### Clock nets

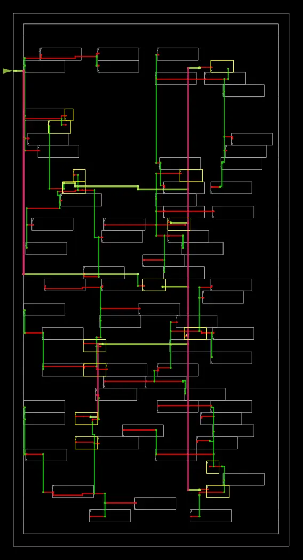
### Sequential cells colored by netlist name

Scale bar: 20 um.
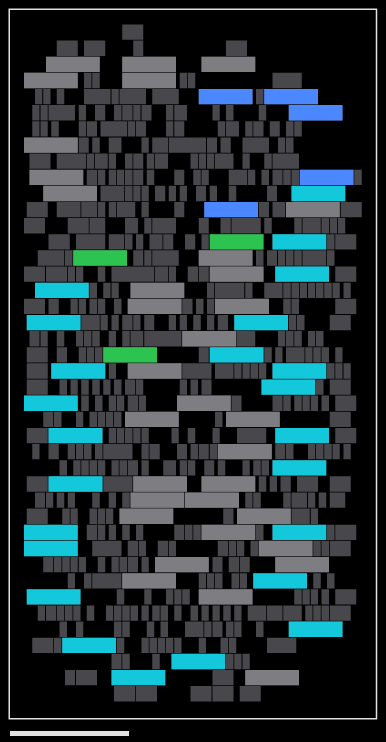
### Wiring by layer

Scale bar: 20 um. Two of the layers only.
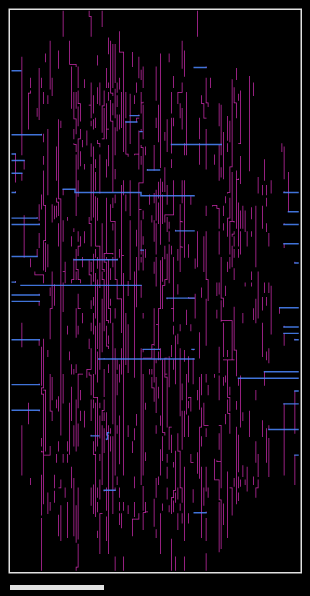
### Clock network drawn from the DEF

Scale bar: 20 um.
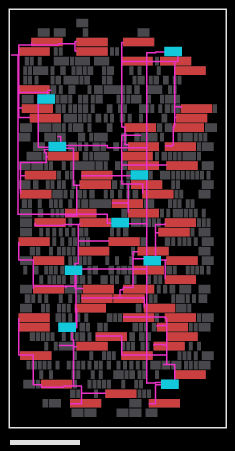
### Cell classes on the final placement

Fill, decap, tap and diode cells in gray.
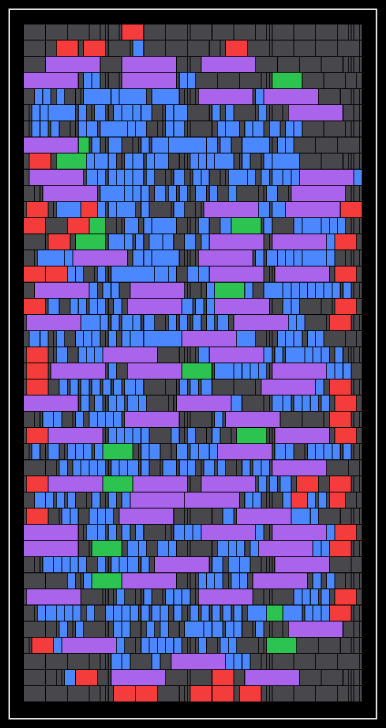
**src/rtl/lock_pkg.sv**
```systemverilog
// Shared types and width helpers for the digit lock controller.
package lock_pkg;

    typedef enum logic [1:0] {
        IDLE    = 2'd0,
        CHECK   = 2'd1,
        OPEN    = 2'd2,
        LOCKOUT = 2'd3
    } lock_state_t;

    localparam int STATE_W = 2;

    function automatic int max(input int a, input int b);
        return (a > b) ? a : b;
    endfunction

    // Bits needed to hold the values 0..n inclusive.
    function automatic int ctr_w(input int n);
        return (n < 1) ? 1 : $clog2(n + 1);
    endfunction

    // One down-counter serves both timed states, so size it for the longer one.
    function automatic int timer_w(input int open_c, input int lock_c);
        return ctr_w(max(open_c, lock_c));
    endfunction

endpackage

```
**src/rtl/digit_shift_buffer.sv**
```systemverilog
// Serial digit entry buffer: newest digit lands in the low DW bits.
module digit_shift_buffer
    import lock_pkg::*;
#(
    parameter int DIGITS = 6,
    parameter int DW     = 4
) (
    input  logic                       clk,
    input  logic                       clr,
    input  logic                       shift_en,
    input  logic [DW-1:0]              din,
    input  logic                       clear,
    output logic [DIGITS*DW-1:0]       digits,
    output logic [ctr_w(DIGITS)-1:0]   cnt,
    output logic                       full
);

    localparam int CW = ctr_w(DIGITS);

    logic [DIGITS*DW-1:0] din_ext;

    assign din_ext = (DIGITS*DW)'(din);
    assign full    = (cnt == CW'(DIGITS));

    // Clear has priority; a full buffer ignores further digits.
    always_ff @(posedge clk or posedge clr) begin
        if (clr) begin
            digits <= '0;
            cnt    <= '0;
        end else if (clear) begin
            digits <= '0;
            cnt    <= '0;
        end else if (shift_en && !full) begin
            digits <= (digits << DW) | din_ext;
            cnt    <= cnt + 1'b1;
        end
    end

endmodule

```
**src/rtl/digit_lock_fsm.sv**
```systemverilog
// N-digit lock controller: set/compare password, failed-attempt lockout, timed unlock.
module digit_lock_fsm
    import lock_pkg::*;
#(
    parameter int DIGITS      = 6,
    parameter int DW          = 4,
    parameter int MAX_TRIES   = 3,
    parameter int OPEN_CYCLES = 8,
    parameter int LOCK_CYCLES = 16
) (
    input  logic                          clk,
    input  logic                          clr,
    input  logic                          m,
    input  logic [DW-1:0]                 din,
    input  logic                          din_vld,
    input  logic                          confirm,
    output logic [DIGITS*DW-1:0]          disp,
    output logic [ctr_w(DIGITS)-1:0]      cnt,
    output logic                          res,
    output logic                          err,
    output logic                          set_done,
    output logic                          locked,
    output logic [ctr_w(MAX_TRIES)-1:0]   tries
);

    localparam int TW  = timer_w(OPEN_CYCLES, LOCK_CYCLES);
    localparam int TRW = ctr_w(MAX_TRIES);

    lock_state_t           state;
    logic [DIGITS*DW-1:0]  password;
    logic [TW-1:0]         timer;
    logic                  m_q;
    logic                  full;
    logic                  in_idle;
    logic                  mode_flip;
    logic                  full_confirm;
    logic                  shift_en;
    logic                  clear;
    logic [TRW-1:0]        tries_inc;

    assign in_idle      = (state == IDLE);
    // A mode change wipes the buffer, so a confirm in that cycle counts as short.
    assign mode_flip    = in_idle && (m_q != m);
    assign full_confirm = in_idle && confirm && full && !mode_flip;
    // Confirm wins over a simultaneous digit.
    assign shift_en     = in_idle && din_vld && !confirm && !mode_flip;
    // Keep the buffer only when heading into CHECK; it is dropped once CHECK finishes.
    assign clear        = (in_idle && (mode_flip || (confirm && !(full_confirm && m))))
                        || (state == CHECK);
    assign tries_inc    = tries + 1'b1;

    digit_shift_buffer #(
        .DIGITS (DIGITS),
        .DW     (DW)
    ) u_entry (
        .clk      (clk),
        .clr      (clr),
        .shift_en (shift_en),
        .din      (din),
        .clear    (clear),
        .digits   (disp),
        .cnt      (cnt),
        .full     (full)
    );

    // Lock controller: state, password, attempt counter, shared timer and registered outputs.
    always_ff @(posedge clk or posedge clr) begin
        if (clr) begin
            state    <= IDLE;
            password <= '0;
            timer    <= '0;
            m_q      <= 1'b0;
            res      <= 1'b0;
            err      <= 1'b0;
            set_done <= 1'b0;
            locked   <= 1'b0;
            tries    <= '0;
        end else begin
            m_q      <= m;
            err      <= 1'b0;
            set_done <= 1'b0;
            case (state)
                IDLE: begin
                    if (confirm) begin
                        if (!full_confirm) begin
                            err <= 1'b1;
                        end else if (!m) begin
                            password <= disp;
                            set_done <= 1'b1;
                            tries    <= '0;
                        end else begin
                            state <= CHECK;
                        end
                    end
                end
                CHECK: begin
                    if (disp == password) begin
                        tries <= '0;
                        timer <= TW'(OPEN_CYCLES);
                        res   <= 1'b1;
                        state <= OPEN;
                    end else begin
                        err   <= 1'b1;
                        tries <= tries_inc;
                        if (tries_inc == TRW'(MAX_TRIES)) begin
                            timer  <= TW'(LOCK_CYCLES);
                            locked <= 1'b1;
                            state  <= LOCKOUT;
                        end else begin
                            state <= IDLE;
                        end
                    end
                end
                OPEN: begin
                    if (timer == TW'(1)) begin
                        res   <= 1'b0;
                        state <= IDLE;
                    end else begin
                        timer <= timer - 1'b1;
                    end
                end
                LOCKOUT: begin
                    if (timer == TW'(1)) begin
                        locked <= 1'b0;
                        tries  <= '0;
                        state  <= IDLE;
                    end else begin
                        timer <= timer - 1'b1;
                    end
                end
                default: state <= IDLE;
            endcase
        end
    end

endmodule

```
**config.mk**
```make
export PLATFORM = sky130hd
export DESIGN_NAME = digit_lock_fsm
export DESIGN_NICKNAME = d
export VERILOG_FILES = /design/src/rtl/lock_pkg.sv /design/src/rtl/digit_shift_buffer.sv /design/src/rtl/digit_lock_fsm.sv
export SDC_FILE = /design/constraint.sdc
export NUM_CORES = 1
export LEC_CHECK = 0
export ABC_AREA = 1
export CORE_ASPECT_RATIO = 2
export CORE_MARGIN = 2
export CORE_UTILIZATION = 55
export CTS_BUF_LIST = sky130_fd_sc_hd__clkbuf_4 sky130_fd_sc_hd__clkbuf_8
export DETAILED_ROUTE_END_ITERATION = 16
export PLACE_DENSITY = 0.78
export SYNTH_ARGS = -nofsm -noshare
export SYNTH_HDL_FRONTEND = slang
export SYNTH_HIERARCHICAL = 1
export SYNTH_SLANG_ARGS = --single-unit
```
**constraint.sdc**
```tcl
create_clock -name clk -period 3.05 [get_ports clk]
set_input_delay 0.61 -clock clk [delete_from_list [all_inputs] [get_ports clk]]
set_output_delay 0.61 -clock clk [all_outputs]
set_load 0.05 [all_outputs]
```
==> flow_summary.ini <==
; generated from flow reports
[run_status]
status = finished clean

[critical_path]
critical_path_required_ns = 2.44
worstPathCellList = clkdlybuf4s50_1
endpoint_kind = output pin
crit_buf_inv = 1
cpPeakStageDelay_ns = 0.85
critPathTopFamily = buffers and inverters
arrival_ns = 1.69
startpoint_type = flip-flop

[floorplanning]
die_w_um = 61.66
ios = 42

[final_timing]
fmax_ghz = 0.4343
relSlewSlack_pct = 65.60
min_period_ns = 2.303
finalCritPeriodShare_pct = 75.50

[power]
p_int_mw = 1.622
vdd_drop_max_mv = 0.7366
seqPwrFrac_pct = 38.0
combPwrFrac_pct = 36.3
netSwitchingPower_mw = 1.038
p_leak_nw = 2.233
switching_share_pct = 39.03

[min_path]
hold_class = flip-flop to flip-flop

[synthesis]
syn_nets = 517
synth_cell_type_count = 28
ys_area_sq_um = 3657
syn_area_sq_um = 3657
ys_cells = 499

[placed_design]
place_inst = 619
gp_congestion = 0.8593

[finish]
nFillCells = 610
antenna_cells = 0
drive_gt1_share_pct = 8.608

[clock_tree]
cts_tree = built
clock-sinks = 65
clock_path_buffers = 2

[detailed_routing]
drtIter0Drc = 131
dr.pass1.iters = 4
Back to the opening pictures, 'Clock nets':
clk pwr: 0.682 mW
TritonCTS Buffers: 9
Clock Skew: 0.005363 ns
clk ins delay skew pair: 0.35 ns

Back to the opening pictures, 'Sequential cells colored by netlist name':
| color | netlist name | sequential cells |
|---|---|---|
| green | u_entry/cnt | 3 |
| blue | timer | 5 |
| cyan | password | 24 |
Seq. cell area: 1627 sq um
Final Util: 65.61%
fraction of area in registers: 38.05%
sequential power: 1.01 mW

Back to the opening pictures, 'Wiring by layer':
| color | layer | wire length |
|---|---|---|
| blue | M3 | 239 um |
| magenta | M2 | 3,260 um |
DR WL/cell: 11.36 um
via count: 3,026
final WL: 7.201 mm
Tot GR Track Use: 22.54%

Back to the opening pictures, 'Clock network drawn from the DEF':
[magenta] clock wires | length: 865 um
[red] flip-flops | count: 65
[cyan] clock-net drivers | count: 9
routed clock nets: 10
flops lie: spread over the die
clock network fraction of total power: 25.6%

Back to the opening pictures, 'Cell classes on the final placement':
| color | class | cells | share of their area |
|---|---|---|---|
| red | remaining buffers and delay cells | 44 | 10% |
| green | clock drivers and dummy loads | 15 | 4.4% |
| blue | remaining logic cells | 422 | 46% |
| purple | registers | 65 | 39% |

[cell usage in the layout, fill, tap and decap left out, types with 2 or more instances in the layout]
master / n
nand2_2: 3
clkbuf_8: 12
a21oi_1: 5
nand2_1: 208
nand3_4: 2
nand2_4: 2
xnor2_1: 2
ha_1: 9
nand4_1: 3
nor2_1: 25
buf_4: 3
o21ai_2: 9
clkdlybuf4s50_1: 41
nor2_2: 3
o21ai_0: 18
dfrtp_1: 65
nand3_1: 42
nor2_4: 2
inv_2: 5
inv_1: 75
[layer usage]
layer	vias up	global-route usage (%)	routed length (um)
met5	-	0	0
met4	0	11.30	219
met3	15	4.560	238
met2	55	32.63	3257
met1	1356	31.44	3485
li1	1600	-	-
[sequential cells by signal, summed over array words and instances (netlist names)]
| name | cells |
|---|---|
| password | 24 |
| res | 1 |
| u_entry/digits | 24 |
| set_done | 1 |
| err | 1 |
| state | 2 |
| u_entry/cnt | 3 |
| timer | 5 |
| m_q | 1 |
| locked | 1 |
| tries | 2 |
[cell usage after synthesis, types with 2 or more instances]
cell type / count / area [sq um]
a21oi_1: 5 / 25.02
buf_2: 4 / 20.02
buf_6: 8 / 90.09
dfrtp_1: 65 / 1627
ha_1: 9 / 112.6
inv_1: 75 / 281.5
inv_2: 5 / 18.77
nand2_1: 208 / 780.8
nand2_2: 3 / 18.77
nand2_4: 2 / 22.52
nand3_1: 42 / 210.2
nand3_4: 2 / 35.03
nand4_1: 3 / 18.77
nor2_1: 25 / 93.84
nor2_2: 3 / 18.77
nor2_4: 2 / 22.52
o21ai_0: 18 / 90.09
o21ai_2: 9 / 78.83
xnor2_1: 2 / 17.52
[through the flow]
step                instance area [sq um]  setup WS [ns]
floorplan                            3657         0.8253
global placement                     4090         0.5172
detailed placement                   4090         0.4396
CTS                                  4275         0.7312
global route                         4275         0.6230
finish                               4275         0.7472
[power by group through the flow]
stage | clock network (mW) | registers, mW | logic [mW]
3_3_place_gp | 0 | 1.03 | 0.958
3_5_place_dp | 0 | 1.03 | 0.965
6_report | 0.682 | 1.01 | 0.967
5_1_grt | 0.738 | 1.03 | 1.09
4_1_cts | 0.705 | 1.01 | 0.969
2_1_floorplan | 0 | 1.14 | 0.678
[cells by family (layout without fill, tap and decap cells)]
family	after synthesis	count (layout)	share of synthesized area, %
buffers and inverters	92	139	11.22
DFF	65	65	44.47
adders and majority gates	9	9	3.079
xor gates and xnor gates	3	3	0.7186
AOI/OAI and AO/OA	36	36	6.090
and+or+nand+nor	294	294	34.42
[final timing paths]
| kind | from | end | slack (ns) | cells past startpoint |
|---|---|---|---|---|
| worst max-delay path | u_entry/digits[4] | disp[4] | 0.75 | 1 |
| worst max register to register | state[0] | u_entry/digits[22] | 0.85 | 9 |
| worst min register to register | timer[4] | timer[4] | 0.47 | 2 |
| min in group asynchronous | clr | u_entry/digits[7] | 0.66 | 3 |
| worst min-delay path | timer[4] | timer[4] | 0.47 | 2 |
| max in group asynchronous | clr | tries[0] | 1.99 | 3 |
[area by class of cell]
cell class,instances,area share (%)
Sequential cell,65,38.05
Multi-Input combinational cell,342,37.90
Timing Repair Buffer,44,10.13
Inverter,80,7.024
Clock buffer,13,4.039
Tap cell,88,2.575
Clock inverter,2,0.2927
No activity file was given, so power comes from the tool's default toggle rates.
